==> images/gate_families.png <==
Bar = 100 um.
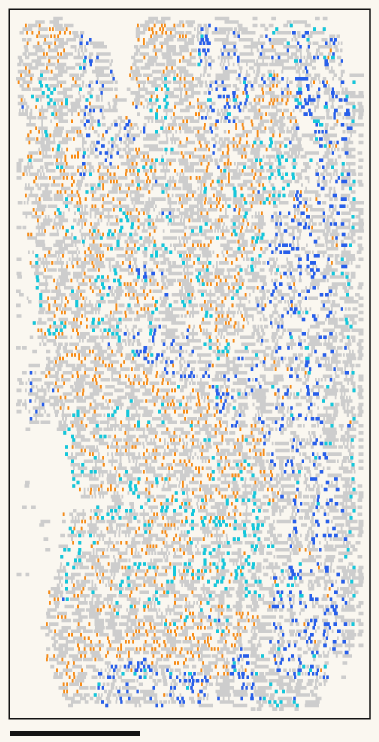
==> images/pins.png <==
Pins as bars across the die edge, other pins in grey.
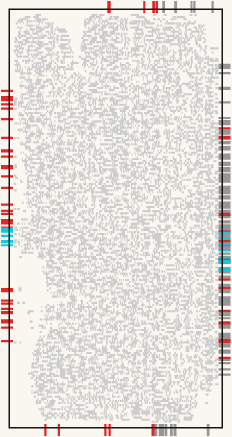
==> images/metal_stack.png <==
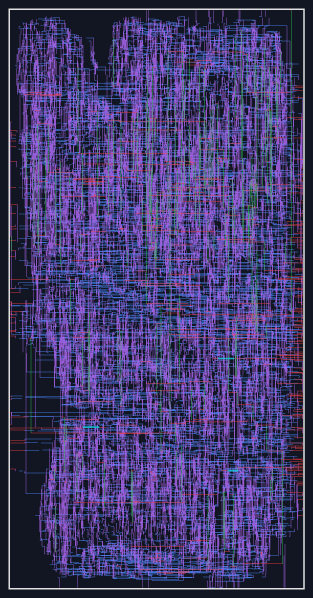
<file path="src/rtl/weight_update_engine.sv">
// Streaming lane-parallel weight update: saturated accumulate or fixed-point SGD step,
// two-stage valid/ready pipeline that emits a one-cycle done pulse on the last beat of a pass.
module weight_update_engine #(
  parameter int unsigned DATA_W = 16,
  parameter int unsigned FRAC_W = 8,
  parameter int unsigned LANES  = 4,
  parameter int unsigned DEPTH  = 64
) (
  input  logic                    i_clk,
  input  logic                    i_rst,
  input  logic                    i_start,
  input  logic                    i_mode,
  input  logic [DATA_W-1:0]       i_lr,
  input  logic                    i_in_valid,
  output logic                    o_in_ready,
  input  logic [LANES*DATA_W-1:0] i_w_old,
  input  logic [LANES*DATA_W-1:0] i_delta,
  output logic                    o_out_valid,
  input  logic                    i_out_ready,
  output logic [LANES*DATA_W-1:0] o_w_new,
  output logic                    o_busy,
  output logic                    o_done
);

  localparam int unsigned BEATS  = DEPTH / LANES;
  localparam int unsigned CNT_W  = $clog2(BEATS + 1);
  localparam int unsigned PROD_W = 2 * DATA_W;

  localparam logic [CNT_W-1:0] ALL_BEATS = CNT_W'(BEATS);
  localparam logic [CNT_W-1:0] LAST_BEAT = CNT_W'(BEATS - 1);

  localparam logic [0:0] S_IDLE = 1'b0;
  localparam logic [0:0] S_RUN  = 1'b1;

  // step is clamped to DATA_W+1 bits before the subtraction
  localparam logic signed [PROD_W-1:0] STEP_MAX = {{(PROD_W - DATA_W){1'b0}}, {DATA_W{1'b1}}};
  localparam logic signed [PROD_W-1:0] STEP_MIN = {{(PROD_W - DATA_W){1'b1}}, {DATA_W{1'b0}}};

  localparam logic signed [DATA_W+1:0] RES_MAX = {3'b000, {(DATA_W - 1){1'b1}}};
  localparam logic signed [DATA_W+1:0] RES_MIN = {3'b111, {(DATA_W - 1){1'b0}}};

  function automatic logic [DATA_W-1:0] sat_data(input logic signed [DATA_W+1:0] v);
    logic [DATA_W+1:0] clamped;
    if (v > RES_MAX) begin
      clamped = RES_MAX;
    end else if (v < RES_MIN) begin
      clamped = RES_MIN;
    end else begin
      clamped = v;
    end
    return clamped[DATA_W-1:0];
  endfunction

  // Control state
  logic [0:0]        r_state;
  logic [0:0]        w_state_d;
  logic              r_mode;
  logic [DATA_W-1:0] r_lr;
  logic [CNT_W-1:0]  r_in_cnt;
  logic [CNT_W-1:0]  r_out_cnt;

  // Pipeline state
  logic                     r_s1_valid;
  logic [DATA_W-1:0]        r_s1_w  [LANES];
  logic signed [PROD_W-1:0] r_s1_op [LANES];
  logic                     r_s2_valid;
  logic [LANES*DATA_W-1:0]  r_w_new;

  // Datapath wires
  logic                     w_stall;
  logic                     w_in_fire;
  logic                     w_out_fire;
  logic                     w_last;
  logic                     w_start;
  logic signed [PROD_W-1:0] w_lr_ext;
  logic signed [PROD_W-1:0] w_d_ext   [LANES];
  logic signed [PROD_W-1:0] w_s1_op_d [LANES];
  logic signed [PROD_W-1:0] w_shift   [LANES];
  logic signed [DATA_W:0]   w_step    [LANES];
  logic signed [DATA_W:0]   w_sum     [LANES];
  logic signed [DATA_W+1:0] w_pre     [LANES];
  logic [LANES*DATA_W-1:0]  w_w_new_d;

  assign w_stall    = r_s2_valid && !i_out_ready;
  assign o_in_ready = (r_state == S_RUN) && (r_in_cnt < ALL_BEATS) && !w_stall;
  assign w_in_fire  = i_in_valid && o_in_ready;
  assign w_out_fire = r_s2_valid && i_out_ready;
  assign w_last     = w_out_fire && (r_state == S_RUN) && (r_out_cnt == LAST_BEAT);
  assign w_start    = (r_state == S_IDLE) && i_start;

  assign o_out_valid = r_s2_valid;
  assign o_w_new     = r_w_new;
  assign o_busy      = (r_state == S_RUN);
  assign o_done      = w_last;

  always_comb begin
    w_state_d = r_state;
    unique case (r_state)
      S_IDLE:  if (i_start) w_state_d = S_RUN;
      S_RUN:   if (w_last) w_state_d = S_IDLE;
      default: w_state_d = S_IDLE;
    endcase
  end

  // Stage 1 operand: full-width product in SGD mode, sign-extended delta otherwise
  always_comb begin
    w_lr_ext = $signed({{DATA_W{r_lr[DATA_W-1]}}, r_lr});
    for (int i = 0; i < LANES; i++) begin
      w_d_ext[i] = $signed({{DATA_W{i_delta[i*DATA_W+DATA_W-1]}}, i_delta[i*DATA_W +: DATA_W]});
      if (r_mode) begin
        w_s1_op_d[i] = w_lr_ext * w_d_ext[i];
      end else begin
        w_s1_op_d[i] = w_d_ext[i];
      end
    end
  end

  // Stage 2 result: floor-shifted, clamped step or plain sum, then clamp to DATA_W
  always_comb begin
    w_w_new_d = '0;
    for (int i = 0; i < LANES; i++) begin
      w_shift[i] = r_s1_op[i] >>> FRAC_W;
      if (w_shift[i] > STEP_MAX) begin
        w_step[i] = STEP_MAX[DATA_W:0];
      end else if (w_shift[i] < STEP_MIN) begin
        w_step[i] = STEP_MIN[DATA_W:0];
      end else begin
        w_step[i] = w_shift[i][DATA_W:0];
      end
      w_sum[i] = {r_s1_w[i][DATA_W-1], r_s1_w[i]}
               + {r_s1_op[i][DATA_W-1], r_s1_op[i][DATA_W-1:0]};
      if (r_mode) begin
        w_pre[i] = {{2{r_s1_w[i][DATA_W-1]}}, r_s1_w[i]} - {w_step[i][DATA_W], w_step[i]};
      end else begin
        w_pre[i] = {w_sum[i][DATA_W], w_sum[i]};
      end
      w_w_new_d[i*DATA_W +: DATA_W] = sat_data(w_pre[i]);
    end
  end

  always_ff @(posedge i_clk) begin
    if (i_rst) begin
      r_state    <= S_IDLE;
      r_mode     <= 1'b0;
      r_lr       <= '0;
      r_in_cnt   <= '0;
      r_out_cnt  <= '0;
      r_s1_valid <= 1'b0;
      r_s2_valid <= 1'b0;
      r_w_new    <= '0;
      for (int i = 0; i < LANES; i++) begin
        r_s1_w[i]  <= '0;
        r_s1_op[i] <= '0;
      end
    end else begin
      r_state <= w_state_d;
      if (w_start) begin
        r_mode    <= i_mode;
        r_lr      <= i_lr;
        r_in_cnt  <= '0;
        r_out_cnt <= '0;
      end else begin
        if (w_in_fire) r_in_cnt <= r_in_cnt + CNT_W'(1);
        if (w_out_fire) r_out_cnt <= r_out_cnt + CNT_W'(1);
      end
      // Both stages advance together; a stall freezes the whole pipe
      if (!w_stall) begin
        r_s1_valid <= w_in_fire;
        if (w_in_fire) begin
          for (int i = 0; i < LANES; i++) begin
            r_s1_w[i]  <= i_w_old[i*DATA_W +: DATA_W];
            r_s1_op[i] <= w_s1_op_d[i];
          end
        end
        r_s2_valid <= r_s1_valid;
        if (r_s1_valid) r_w_new <= w_w_new_d;
      end
    end
  end

endmodule

</file>
<file path="config.mk">
export PLATFORM = sky130hd
export DESIGN_NAME = weight_update_engine
export DESIGN_NICKNAME = d
export VERILOG_FILES = /design/src/rtl/weight_update_engine.sv
export SDC_FILE = /design/constraint.sdc
export NUM_CORES = 2
export LEC_CHECK = 0
export CELL_PAD_IN_SITES_DETAIL_PLACEMENT = 1
export CELL_PAD_IN_SITES_GLOBAL_PLACEMENT = 1
export CORE_ASPECT_RATIO = 2
export CORE_MARGIN = 4
export CORE_UTILIZATION = 40
export DETAILED_ROUTE_END_ITERATION = 8
export GPL_ROUTABILITY_DRIVEN = 0
export PLACE_DENSITY_LB_ADDON = 0.1
export SYNTH_ARGS = -nofsm -noshare
export SYNTH_HDL_FRONTEND = slang
export SYNTH_SLANG_ARGS = --single-unit
</file>
<file path="constraint.sdc">
create_clock -name i_clk -period 8.5 [get_ports i_clk]
set_input_delay 0.85 -clock i_clk [delete_from_list [all_inputs] [get_ports i_clk]]
set_output_delay 0.85 -clock i_clk [all_outputs]
set_load 0.01 [all_outputs]
</file>
==> impl_metrics.csv <==
group,metric,value,unit
flow_run,drv_cap,0,
final_layout,clkCellAreaFrac,0.0175,
sta,layout_setup_ws,1.06,ns
final_layout,flops,286,
final_layout,drive_above_1_share,0.0423,
synth,aoi_share,0.0989,
die,dieHeight,544,um
sta,whs,0.456,ns
drt,drc,0,
drt,top_layer,"met5",
sta,slew_headroom,0.205,
run_status,status,"finished, final reports clean",
final_layout,final_cells,8288,
final_layout,top_register,"r_s1_op",
pwr,power_leader,"combinational logic",
setup_path,cp.arrival,7.75,ns
synth,synth.comb.largest_family,"adder cells",
pwr,p_switching,5.85,mW
global_route,met1_usage,0.282,
clocking,cts_resized,0,
synth,top_cells_by_count,"inv_1, fa_1, nand2_1, and2_1, ha_1",
final_layout,final_nets,8047,
drt,dr_wl_met2,107000,um
pwr,powerDensity,187,nW/um2
setup_path,crit-reg2reg-capture,"r_s1_op[1][30]",
drt,via_per_inst,5.33,
sta,maxClockFrequency,134,MHz
final_layout,comb.multi_input.count,4508,
global_route,met2_usage,0.513,
final_layout,top_area_cell_class,"logic gates",
pwr,vdd.ir_drop.worst,0.185,mV
setup_path,worstPathRequired,8.82,ns
clocking,cts_tree,"built",
synth,async_flop_share,0,
placement,dpl_cell_area,62000,um2
drt,drtIter0Drc,1847,
final_layout,mostFrequentLayoutCell,"inv_1",
synth,top_area_frac,0.368,
synth,postSynthCellCount,6272,
setup_path,cp_num_buf_inv,5,
synth,synth_cell_type_count,98,
placement,dp.cells,8222,
die,taps,1881,
global_route,grt_usage,0.259,
global_route,antenna_found_initial,10,
sta,slew_viol_final,0,
pwr,pwr-share-clk,0.132,
clocking,cts_max_level,2,
die,rows,196,
final_layout,diodes,3,
sta,period_minus_slack,7.44,ns
die,fp.dieW,276,um
setup_path,critPathKind,"in2reg",
synth,mux_share,0.00911,
setup_path,max_stage_delay,0.82,ns
flow_run,warnings,26,
final_layout,fin_util,0.442,
synth,synth.most_common_cell,"inv_1",
synth,ys_cells,6272,
setup_path,critPathLaunch,"i_delta[38]",
final_layout,most-common-layout-cells,"inv_1, fa_1, nand2_1",
final_layout,sh_comb_area,0.700,
synth,ys.flop_type,"edfxtp_1",
sta,max_slew.worst_pin.slew,1.19,ns
pwr,power.total,11.8,mW
sta,period_used_share,0.875,
global_route,met3_usage,0.0229,
drt,ant_nets,0,
min_path,hold_path.class,"reg2reg",
pwr,p_leak,30.4,nW
setup_path,path_cells,"clkdlybuf4s50_1 > and2_1 > fa_1 > inv_1 > fa_1 > fa_1 > inv_1 > fa_1 > fa_1 > inv_1 > fa_1 > inv_1 > ha_1 > nand2_1 > o21ai_0 > a211oi_1 > o21ai_0 > a21oi_1 > a21oi_1 > a211o_1 > a21oi_1 > xnor2_1 > o21ai_0",
drt,wl_met1,70500,um
global_route,grt_pass1_wl,295000,um
setup_path,reg2reg_from,"r_lr[15]",
final_layout,seq_area,7680,um2
clocking,hold_buffers,0,
synth,syn_area,57400,um2
placement,dp_slack,0.437,ns
synth,adder_share,0.469,
About gate_families.png:
- orange: inverters (cells 1195; most used inv_1)
- cyan: AND and OR gates (cells 639; most used and2_1; where widely spread)
- blue: inverting AOI/OAI gates (cells 701; most used a21oi_1)

About pins.png:
- cyan: i_lr (pins 16; direction input; edge 9 east, 7 west)
- red: i_delta (pins 64; direction input; edge 34 west, 18 east, 6 north, 6 south)
- magenta: i_mode (pins 1; direction input; edge east)
- all pins by edge: 144 east, 41 west, 20 south, 13 north

About metal_stack.png:
- red: met3 (wire length 5540 um)
- purple: met2 (wire length 107 mm)
- cyan: met5 (wire length 35.9 um)
- green: met4 (wire length 7700 um)
- blue: met1 (wire length 70.5 mm)

Power figures rest on the tool's default switching activity, not on a simulated workload.
